--- src/rtl/uart_pkg.sv ---
// Shared definitions for the UART receiver: parity-mode encodings, receiver
// state enum and the baud-tick divider helper.
package uart_pkg;

  typedef enum logic [1:0] {
    PAR_NONE     = 2'b00,
    PAR_EVEN     = 2'b01,
    PAR_ODD      = 2'b10,
    PAR_NONE_ALT = 2'b11
  } parity_mode_t;

  typedef enum logic [2:0] {
    ST_IDLE,
    ST_START,
    ST_DATA,
    ST_PARITY,
    ST_STOP
  } rx_state_t;

  // Tick index (0..15) at which the start bit is re-checked: roughly mid-bit.
  localparam int START_SAMPLE_TICK = 7;

  // 16x oversampling divider, truncated and never below one clock.
  function automatic int calc_div(input int clk_hz, input int baud);
    int d;
    d = clk_hz / (baud * 16);
    return (d < 1) ? 1 : d;
  endfunction

endpackage

--- src/rtl/uart_sync_fifo.sv ---
// Single-clock FIFO with a registered head output; pointers carry one extra
// wrap bit so full and empty are distinguishable.
module uart_sync_fifo #(
  parameter int WIDTH = 10,
  parameter int DEPTH = 16
) (
  input  logic                           clock,
  input  logic                           reset,
  input  logic                           push,
  input  logic [WIDTH-1:0]               wdata,
  input  logic                           pop,
  output logic [WIDTH-1:0]               rdata,
  output logic                           full,
  output logic                           empty,
  output logic [$clog2(DEPTH+1)-1:0]     count
);
  localparam int AW = $clog2(DEPTH);
  localparam int CW = $clog2(DEPTH + 1);

  logic [WIDTH-1:0] mem_q [DEPTH];
  logic [AW:0]      wr_ptr_q, wr_ptr_d;
  logic [AW:0]      rd_ptr_q, rd_ptr_d;
  logic [WIDTH-1:0] head_q, head_d;
  logic [AW-1:0]    rd_next_idx;
  logic             do_push, do_pop;

  assign empty       = (wr_ptr_q == rd_ptr_q);
  assign full        = (wr_ptr_q[AW] != rd_ptr_q[AW]) &&
                       (wr_ptr_q[AW-1:0] == rd_ptr_q[AW-1:0]);
  assign count       = CW'(wr_ptr_q - rd_ptr_q);
  assign do_pop      = pop && !empty;
  // A pop in the same cycle frees the slot, so a full FIFO can still accept.
  assign do_push     = push && (!full || do_pop);
  assign rd_next_idx = rd_ptr_q[AW-1:0] + 1'b1;
  assign rdata       = head_q;

  always_comb begin
    wr_ptr_d = wr_ptr_q;
    rd_ptr_d = rd_ptr_q;
    head_d   = head_q;
    if (do_push) wr_ptr_d = wr_ptr_q + 1'b1;
    if (do_pop)  rd_ptr_d = rd_ptr_q + 1'b1;
    // Head register shows the oldest entry; it keeps its value once drained.
    if (do_pop) begin
      if (count > CW'(1))  head_d = mem_q[rd_next_idx];
      else if (do_push)    head_d = wdata;
    end else if (do_push && empty) begin
      head_d = wdata;
    end
  end

  always_ff @(posedge clock) begin
    if (do_push) mem_q[wr_ptr_q[AW-1:0]] <= wdata;
  end

  always_ff @(posedge clock or posedge reset) begin
    if (reset) begin
      wr_ptr_q <= '0;
      rd_ptr_q <= '0;
      head_q   <= '0;
    end else begin
      wr_ptr_q <= wr_ptr_d;
      rd_ptr_q <= rd_ptr_d;
      head_q   <= head_d;
    end
  end

endmodule

--- src/rtl/uart_rx_fifo.sv ---
// UART receiver (16x oversampling) feeding a FIFO with cts flow control and a
// sticky overrun flag. Define UART_RX_PARITY_EN to enable the parity bit.
module uart_rx_fifo
  import uart_pkg::*;
#(
  parameter int CLK_HZ     = 50000000,
  parameter int BAUD       = 9600,
  parameter int DATA_BITS  = 8,
  parameter int FIFO_DEPTH = 16,
  parameter int CTS_MARGIN = 4
) (
  input  logic                                clock,
  input  logic                                reset,
  input  logic                                serial_in,
  input  logic [1:0]                          parity_mode,
  input  logic                                data_read,
  input  logic                                clear_err,
  output logic [DATA_BITS-1:0]                data_out,
  output logic                                parity_err,
  output logic                                frame_err,
  output logic                                new_data,
  output logic                                cts,
  output logic                                overrun,
  output logic [$clog2(FIFO_DEPTH+1)-1:0]     count
);
  localparam int DIV   = calc_div(CLK_HZ, BAUD);
  localparam int DIV_W = (DIV > 1) ? $clog2(DIV) : 1;
  localparam int EW    = DATA_BITS + 2;

  logic                 sync1_q, sync2_q, rx_prev_q;
  logic                 rx, rx_fall, tick;
  rx_state_t            state_q, state_d;
  logic [DIV_W-1:0]     div_q, div_d;
  logic [3:0]           tick_q, tick_d;
  logic [3:0]           bit_q, bit_d;
  logic [DATA_BITS-1:0] shift_q, shift_d;
  logic                 push, push_ferr, push_perr;
  logic                 fifo_full, fifo_empty;
  logic [EW-1:0]        fifo_rdata;
  logic                 overrun_q, overrun_d;
  logic                 cts_q, cts_d;

  assign rx      = sync2_q;
  assign rx_fall = rx_prev_q & ~sync2_q;
  assign tick    = (div_q == DIV_W'(DIV - 1));

`ifdef UART_RX_PARITY_EN
  parity_mode_t pmode_q, pmode_d;
  logic         perr_q, perr_d;

  always_ff @(posedge clock or posedge reset) begin
    if (reset) begin
      pmode_q <= PAR_NONE;
      perr_q  <= 1'b0;
    end else begin
      pmode_q <= pmode_d;
      perr_q  <= perr_d;
    end
  end

  assign push_perr  = perr_q;
  assign parity_err = fifo_rdata[1];
`else
  logic unused_parity;
  assign unused_parity = ^{parity_mode, fifo_rdata[1]};
  assign push_perr     = 1'b0;
  assign parity_err    = 1'b0;
`endif

  always_comb begin
    state_d   = state_q;
    div_d     = div_q;
    tick_d    = tick_q;
    bit_d     = bit_q;
    shift_d   = shift_q;
    push      = 1'b0;
    push_ferr = 1'b0;
`ifdef UART_RX_PARITY_EN
    pmode_d   = pmode_q;
    perr_d    = perr_q;
`endif
    if (state_q != ST_IDLE) div_d = tick ? '0 : div_q + 1'b1;

    case (state_q)
      ST_IDLE: begin
        // Divider restarts on the edge so ticks are phase-aligned to the frame.
        div_d  = '0;
        tick_d = '0;
        bit_d  = '0;
`ifdef UART_RX_PARITY_EN
        perr_d = 1'b0;
`endif
        if (rx_fall) state_d = ST_START;
      end
      ST_START: begin
        if (tick) begin
          if (tick_q == 4'(START_SAMPLE_TICK)) begin
            tick_d = '0;
            if (!rx) begin
              state_d = ST_DATA;
`ifdef UART_RX_PARITY_EN
              pmode_d = parity_mode_t'(parity_mode);
`endif
            end else begin
              state_d = ST_IDLE;
            end
          end else begin
            tick_d = tick_q + 1'b1;
          end
        end
      end
      ST_DATA: begin
        if (tick) begin
          tick_d = tick_q + 1'b1;
          if (tick_q == 4'd15) begin
            shift_d = {rx, shift_q[DATA_BITS-1:1]};
            if (bit_q == 4'(DATA_BITS - 1)) begin
              bit_d = '0;
`ifdef UART_RX_PARITY_EN
              state_d = (pmode_q == PAR_EVEN || pmode_q == PAR_ODD) ? ST_PARITY : ST_STOP;
`else
              state_d = ST_STOP;
`endif
            end else begin
              bit_d = bit_q + 1'b1;
            end
          end
        end
      end
`ifdef UART_RX_PARITY_EN
      ST_PARITY: begin
        if (tick) begin
          tick_d = tick_q + 1'b1;
          if (tick_q == 4'd15) begin
            perr_d  = (^shift_q ^ rx) ^ (pmode_q == PAR_ODD);
            state_d = ST_STOP;
          end
        end
      end
`endif
      ST_STOP: begin
        if (tick) begin
          tick_d = tick_q + 1'b1;
          if (tick_q == 4'd15) begin
            push      = 1'b1;
            push_ferr = ~rx;
            state_d   = ST_IDLE;
          end
        end
      end
      default: state_d = ST_IDLE;
    endcase
  end

  always_comb begin
    overrun_d = overrun_q;
    if (clear_err) overrun_d = 1'b0;
    // A drop takes priority over a simultaneous clear.
    if (push && fifo_full && !data_read) overrun_d = 1'b1;
    cts_d = (FIFO_DEPTH - int'(count)) > CTS_MARGIN;
  end

  always_ff @(posedge clock or posedge reset) begin
    if (reset) begin
      sync1_q   <= 1'b1;
      sync2_q   <= 1'b1;
      rx_prev_q <= 1'b1;
      state_q   <= ST_IDLE;
      div_q     <= '0;
      tick_q    <= '0;
      bit_q     <= '0;
      shift_q   <= '0;
      overrun_q <= 1'b0;
      cts_q     <= 1'b1;
    end else begin
      sync1_q   <= serial_in;
      sync2_q   <= sync1_q;
      rx_prev_q <= sync2_q;
      state_q   <= state_d;
      div_q     <= div_d;
      tick_q    <= tick_d;
      bit_q     <= bit_d;
      shift_q   <= shift_d;
      overrun_q <= overrun_d;
      cts_q     <= cts_d;
    end
  end

  uart_sync_fifo #(
    .WIDTH (EW),
    .DEPTH (FIFO_DEPTH)
  ) u_fifo (
    .clock (clock),
    .reset (reset),
    .push  (push),
    .wdata ({shift_q, push_perr, push_ferr}),
    .pop   (data_read),
    .rdata (fifo_rdata),
    .full  (fifo_full),
    .empty (fifo_empty),
    .count (count)
  );

  assign data_out  = fifo_rdata[EW-1:2];
  assign frame_err = fifo_rdata[0];
  assign new_data  = ~fifo_empty;
  assign overrun   = overrun_q;
  assign cts       = cts_q;

endmodule

--- config.mk ---
export PLATFORM = sky130hd
export DESIGN_NAME = uart_rx_fifo
export DESIGN_NICKNAME = d
export VERILOG_FILES = /design/src/rtl/uart_pkg.sv /design/src/rtl/uart_sync_fifo.sv /design/src/rtl/uart_rx_fifo.sv
export SDC_FILE = /design/constraint.sdc
export NUM_CORES = 1
export LEC_CHECK = 0
export CORE_MARGIN = 1.5
export CORE_UTILIZATION = 60
export CTS_CLUSTER_SIZE = 25
export DETAILED_ROUTE_END_ITERATION = 10
export PLACE_DENSITY = 0.8
export RECOVER_POWER = 50
export SYNTH_ARGS = -nofsm -noshare
export SYNTH_HDL_FRONTEND = slang
export SYNTH_SLANG_ARGS = --single-unit
--- constraint.sdc ---
create_clock -name clock -period 6.8 [get_ports clock]
set_input_delay 1.36 -clock clock [delete_from_list [all_inputs] [get_ports clock]]
set_output_delay 1.36 -clock clock [all_outputs]
set_load 0.05 [all_outputs]
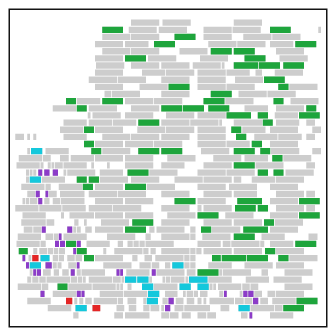
run_1/gate_families.png
Cyan is adder and majority cells, cells 15. Purple is NAND gates, cells 33. Red is AND-OR and OR-AND gates, cells 3. Green is multiplexers, cells 76, where all over the die.

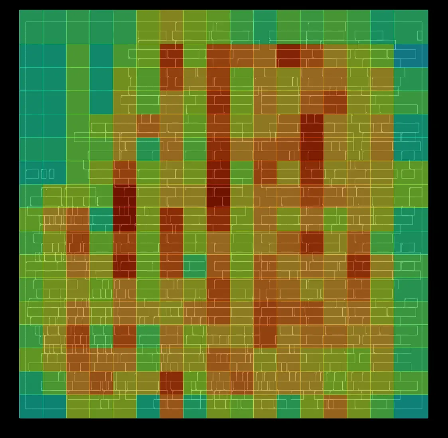
run_1/final_congestion.png
met1 usage: 31.4%
met3 Use GR: 5.24%

==> changes_impl.md, run 1 <==
### Changed

- Pre-Repair DR Iteration Count: 4
- Seq cells post-synth: 196
- WL/cell: 22.1 um
- Mapped Area: 0.00827 mm2
- Min-delay worst type: register to register
- Ys Warns: 0
- CP max stage delay: 0.90 ns
- Number of hold buffers added after CTS: 0
- Element type at the critical path end: primary output
- Status: finished with violations
- Post-Syn Nets: 481
- Flop count: 196
- Worst reg2reg endpoint: u_fifo.rdata[6]
- Final Cell Area: 0.00927 mm2
- Pint: 2.29 mW
- Post-place setup slack: 2.26 ns
- Final nets: 512
- DP HPWL: 9.42 mm
- Chip area: 0.0145 mm2
- Non-filler instance count after layout: 680
- Leading cell kind: registers
- DR WL met2: 7.64 mm
- Final Max Slew Viols: 53
- Fill count: 814
- Switching Share: 30.6%
- Die width: 120 um
- N_diodes: 0
- Endpoints failing setup: 0
- Clock-cell share: 6.60%
- Primary FF master, synth: edfxtp_1
- Synth cell count leaders: 144 x edfxtp_1, 48 x dfrtp_1, 40 x mux4_2
- GR peak layer: met2
- Sequential-to-total area share from yosys stat: 68.1%
- Util after Layout: 69.5%
- Inserted Clock Buffers: 17
- Required @ worst endpoint: 5.44 ns
- Rows: 42
- Late-Pin Clk Latency: 0.43 ns
- Number of max-cap violations: 1
- Final antenna-violating net count: 0
- Largest net degree at the start of global routing: 53
- Asr flop ratio synth: 26.5%
- Reg2reg start: u_fifo.rd_ptr_q[0]
- DRC Markers: 0
- RSZ-0062 raised after global routing: false
- Htree depth: 4
- CTS tree: done
- Worst setup margin: 1.83 ns
- Syn Inst Count: 460
- Critical path capture point: count[4]
- Syn_area_per_cell: 18.0 um2
- # Taps: 176
- Clock skew: 0.00598 ns
- Placed inst area: 0.00867 mm2
- # Cells Yosys: 460
- Placed cells: 648
- First-pass GRT wire length: 24.3 mm
- # Post-CTS Setup Buffers: 0
- Placer Congestion: 0.796
- Routed vias/inst: 6.08
- Clock transition at the registers of the reported paths: 0.07 ns
- Comb. cell area: 0.00250 mm2
- Flop share of the area: 60.7%
- Hold_ws: 0.371 ns
- IO buf count: 21
- Worst setup path class: register to primary output
- Metal3 WL: 845 um
- Cell with the most instances after synthesis: edfxtp_1
- Slew HR: -91.3%
- Hold path startpoint: sync1_q
- # clk buffers: 18
- CP arrival: 3.61 ns
- Signal buf overhead: 2.59%
- Total Power: 3.29 mW
- Slew @ Worst Pin: 2.87 ns
- Initial antenna violation count: 0
- Power Density: 355 mW/mm2
- Seq. cell area: 0.00563 mm2
- Area delta synth->final: 12.1%
- Stages on worst setup path: 7
- M1 WL: 6.29 mm
- Yosys cell types: 52
- Cell leakage power: 3.74 nW
- Most frequent logic cell in the layout: edfxtp_1
- Yosys Chip Area: 0.00827 mm2
- CTS Root Cell: clkbuf_16
- Max-area cell share: 52.3%
- Logic share of the area: 27.0%
- CP cell instances: buf_4 -> ha_1 -> fa_1 -> or2b_1 -> a21oi_1 -> xor2_1 -> clkdlybuf4s50_1
- IO Pins: 25
- Largest register FFs: 144
- Total gr overflow: 0
- Highest Signal Layer: met4
- FF-to-FF path depth: 8
- Flop pwr share: 41.9%
- Bufs on Longest Clock Path: 2
- Resized cells post-CTS: 0
- Yosys top cell by area: edfxtp_1
- Minimum clock period: 4.97 ns
- Worst-path fanout max: 40
- Failing checks: max-capacitance violations, max-slew violations
- Worst Hold Depth: 0
- Crit path from: u_fifo.rd_ptr_q[0]
- Combinational Power Share: 26.6%
- Crit-path leading delay family: buffers and inverters
- Non-clk bufs: 26
- Floorplan core density: 62.0%
- Die height: 120 um
- Final Hold Vio Count: 0
- Hold EP: rx
- Total clock sinks: 196
- Worst path slowest cell: clkdlybuf4s50_1
- Core area: 0.0133 mm2
- Layout cell share with drive strength beyond 1: 22.2%
- Inverters: 18
- Number of logic gates: 232
- Worst Path Buf+Inv: 2
- Achievable Freq: 201 MHz
- Final period util: 73.1%
- Vias in the first global route: 4,339
- Sum Neg Setup Slack: 0 ns
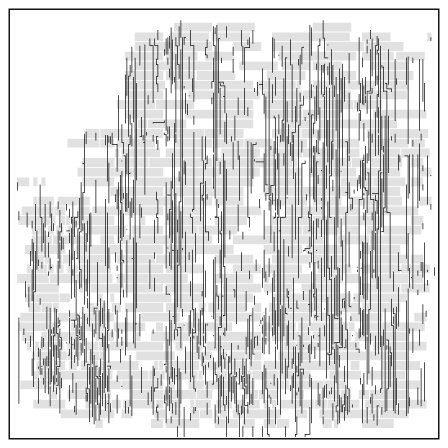
run_1/met2.png
461 nets have wire on it. The wires run mostly vertical.
Vias: 4,137
met2 usage in global routing: 37.3%

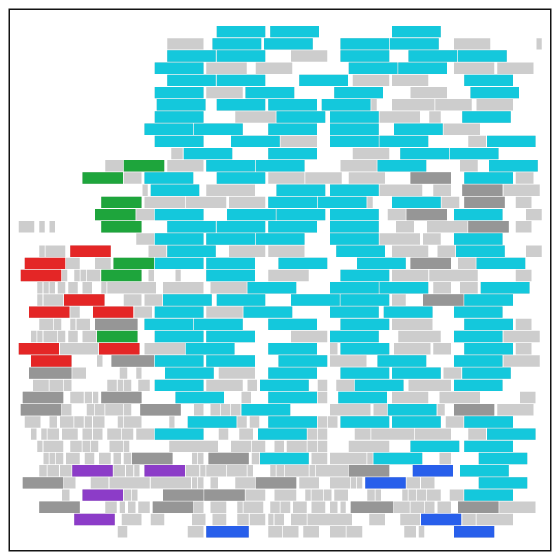
run_1/registers.png
Other sequential cells in the stronger grey, the rest of the logic in the fainter grey.
Green is shift_q, sequential cells 8, where west. Cyan is u_fifo.mem_q, sequential cells 144. Red is div_q, sequential cells 9, where west. Purple is bit_q, sequential cells 4, where south-west. Blue is u_fifo.rd_ptr_q, sequential cells 5, where south-east.
Another 26 sequential cells are not coloured.

## run 1: cell families (layout without fill, tap and decap cells)
| logic type | Yosys count | after routing | synth area share (%) |
|---|---|---|---|
| mux | 76 | 76 | 16.7 |
| compound gates | 28 | 28 | 2.47 |
| flops | 196 | 196 | 68.1 |
| xor+xnor | 23 | 23 | 2.43 |
| buf+inv | 32 | 76 | 1.72 |
| other cells | 1 | 1 | 0.0453 |
| simple gates | 89 | 89 | 6.28 |
| fa+ha+maj | 15 | 15 | 2.33 |
## run 1: power groups by stage
stage	clock network, mW	registers, mW	logic, mW
after global routing	1.09	1.39	0.941
after CTS	1.05	1.38	0.891
after floorplan	0	1.39	0.711
after detailed placement	0	1.40	0.889
after global placement	0	1.40	0.868
final	1.04	1.38	0.876
run_1/met3.png
Bar = 20 um.
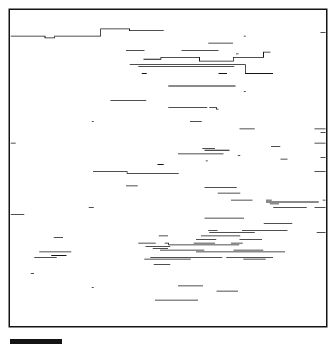

==> run 1 -> run 2 <==
- clock period: 6.8 -> 4.9 ns (I/O delays scaled with it)
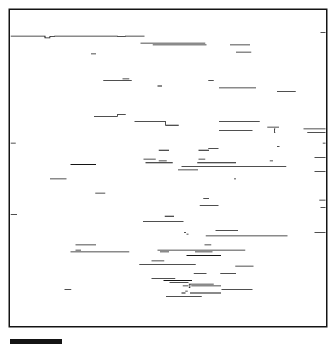
run_2/met3.png
Bar = 20 um.
The layer carries 650 um of wire. 55 nets have wire on it. The layer holds 4.3% of the routed length. The longest straight run is 39.6 um. The wires run mostly horizontal.

==> run 2 against run 1 <==
The flow still finishes with violations (max-capacitance violations, max-slew violations). Via count increased by 0.36%. Die area unchanged. Final cell count increased by 0.15%. Power increased by 39%. Clock power increased by 36%. Worst hold slack got worse by 0.0095 ns. Critical endpoint unchanged. Largest power group unchanged. Highest routed layer unchanged.
==> changes_impl.md, run 2 <==
### Changed

- Status: finished with violations
- Failing checks: max-capacitance violations, max-slew violations
- Chip area: 0.0145 mm2 (unchanged)
- Min-delay worst type: register to register
- Required @ worst endpoint: 3.92 ns (-1.52 ns)
- FF-to-FF path depth: 6 (-2)
- Post-place setup slack: 1.10 ns (-1.16 ns)
- Core area: 0.0133 mm2 (unchanged)
- Metal3 WL: 649 um (-23%)
- Endpoints failing setup: 0 (unchanged)
- Resized cells post-CTS: 0 (unchanged)
- Flop pwr share: 41.8% (about the same)
- Ys Warns: 0 (unchanged)
- P_seq: 1.91 mW (+38%)
- Most frequent logic cell in the layout: edfxtp_1
- Max-area cell share: 52.3% (unchanged)
- Seq cells post-synth: 196 (unchanged)
- Inserted Clock Buffers: 17 (unchanged)
- Final Cell Area: 0.00928 mm2 (about the same)
- N_diodes: 0 (unchanged)
- IO buf count: 21 (unchanged)
- Worst setup margin: 0.651 ns (-1.18 ns)
- Switching Share: 30.6% (+0.039 points)
- Yosys Chip Area: 0.00827 mm2 (unchanged)
- Post-Syn Nets: 481 (unchanged)
- Clock transition at the registers of the reported paths: 0.07 ns (about the same)
- Combinational Power Share: 27.2% (+0.6 points)
- Primary FF master, synth: edfxtp_1
- Layout cell share with drive strength beyond 1: 22.8% (+0.55 points)
- Worst-path fanout max: 4 (-90%)
- M1 WL: 6.26 mm (-0.52%)
- Die width: 120 um (unchanged)
- Top logic family: multiplexers
- Hold_ws: 0.361 ns (-0.00952 ns)
- Total gr overflow: 0 (unchanged)
- Area delta synth->final: 12.1% (about the same)
- Worst setup path class: register to primary output
- DRC Markers: 0 (unchanged)
- Slew HR: -25.2% (+66 points)
- Largest register FFs: 144 (unchanged)
- Htree depth: 4 (unchanged)
- Cell leakage power: 3.75 nW (+0.22%)
- Placed inst area: 0.00867 mm2 (about the same)
- Worst reg2reg endpoint: u_fifo.rdata[5]
- Crit path from: u_fifo.wr_ptr_q[0]
- Total Power: 4.57 mW (+39%)
- Minimum clock period: 4.25 ns
- Critical path capture point: count[4]
- Simple-gate area share of the yosys netlist: 6.28% (unchanged)
- Power Density: 493 mW/mm2 (+39%)
- Routed vias/inst: 6.10 (+0.22%)
- Clock skew: 0.00751 ns (+0.00153 ns)
- Vias in the first global route: 4,413 (+1.7%)
- WL/cell: 22.0 um (-0.37%)
- DR WL met2: 7.84 mm (+2.6%)
- Late-Pin Clk Latency: 0.43 ns (about the same)
- Yosys cell types: 52 (unchanged)
- Util after Layout: 69.5% (about the same)
- Top Consumer: sequential cells
- Placed cells: 649 (+0.15%)
- Syn Inst Count: 460 (unchanged)
- Placer Congestion: 0.794 (-0.24%)
- RSZ-0062 raised after global routing: false
- Hold path startpoint: sync1_q
- First-pass GRT wire length: 24.3 mm (unchanged)
- Asr flop ratio synth: 26.5% (unchanged)
- Achievable Freq: 235 MHz
- Non-filler instance count after layout: 681 (+0.15%)
- Reg2reg start: u_fifo.rd_ptr_q[0]
- Number of max-cap violations: 1 (unchanged)
- Largest net degree at the start of global routing: 40 (-25%)
- Pint: 3.17 mW (+39%)
- Die height: 120 um (unchanged)
- # Post-CTS Setup Buffers: 0 (unchanged)
- Ao+oa area frac: 2.47% (unchanged)
- Final Max Slew Viols: 34 (-36%)
- Xor/xnor share: 2.43% (unchanged)
- Cell with the most instances after synthesis: edfxtp_1
- CP arrival: 3.27 ns (-0.34 ns)
- CTS Root Cell: clkbuf_16
- Total clock sinks: 196 (unchanged)
- Adder share: 2.33% (unchanged)
- Slew @ Worst Pin: 1.88 ns (-0.992 ns)
- IO Pins: 25 (unchanged)
- Mapped Area: 0.00827 mm2 (unchanged)
- Final Hold Vio Count: 0 (unchanged)
- Sum Neg Setup Slack: 0 ns (unchanged)
- Floorplan core density: 62.0% (unchanged)
- Bufs on Longest Clock Path: 2 (unchanged)
- Mux cell area share: 16.7% (unchanged)
- Synth cell count leaders: 144 x edfxtp_1, 48 x dfrtp_1, 40 x mux4_2
- Final nets: 513 (+0.20%)
- Pre-Repair DR Iteration Count: 4 (unchanged)
- Hold EP: rx
-- run 2: cell counts after synthesis --
Identical to the previous run, type by type.
-- run 2: final cells by class --
type | instances | area [um2]
Clock inverter | 11 | 150
Clock buffer | 21 | 460
Timing Repair Buffer | 27 | 248
Fill cell | 838 | 4070
Tap cell | 176 | 220
Multi-Input combinational cell | 232 | 2500
Inverter | 18 | 67.6
Sequential cell | 196 | 5630
-- run 2: metal layers --
metal	track usage, %	up-vias
met5	0	-
met4	8.82	0
met3	4.53	18
met2	38.3	139
met1	31.1	2139
li1	-	1856
-- run 2: critical path, stage by stage (launching register included) --
cell	delay (ns)
dfrtp_1	0.39
inv_1	0.12
ha_1	0.27
fa_1	0.44
or2b_1	0.25
a21oi_1	0.16
xor2_1	0.33
clkdlybuf4s50_1	0.87
Power is estimated from default activity; no workload was simulated.
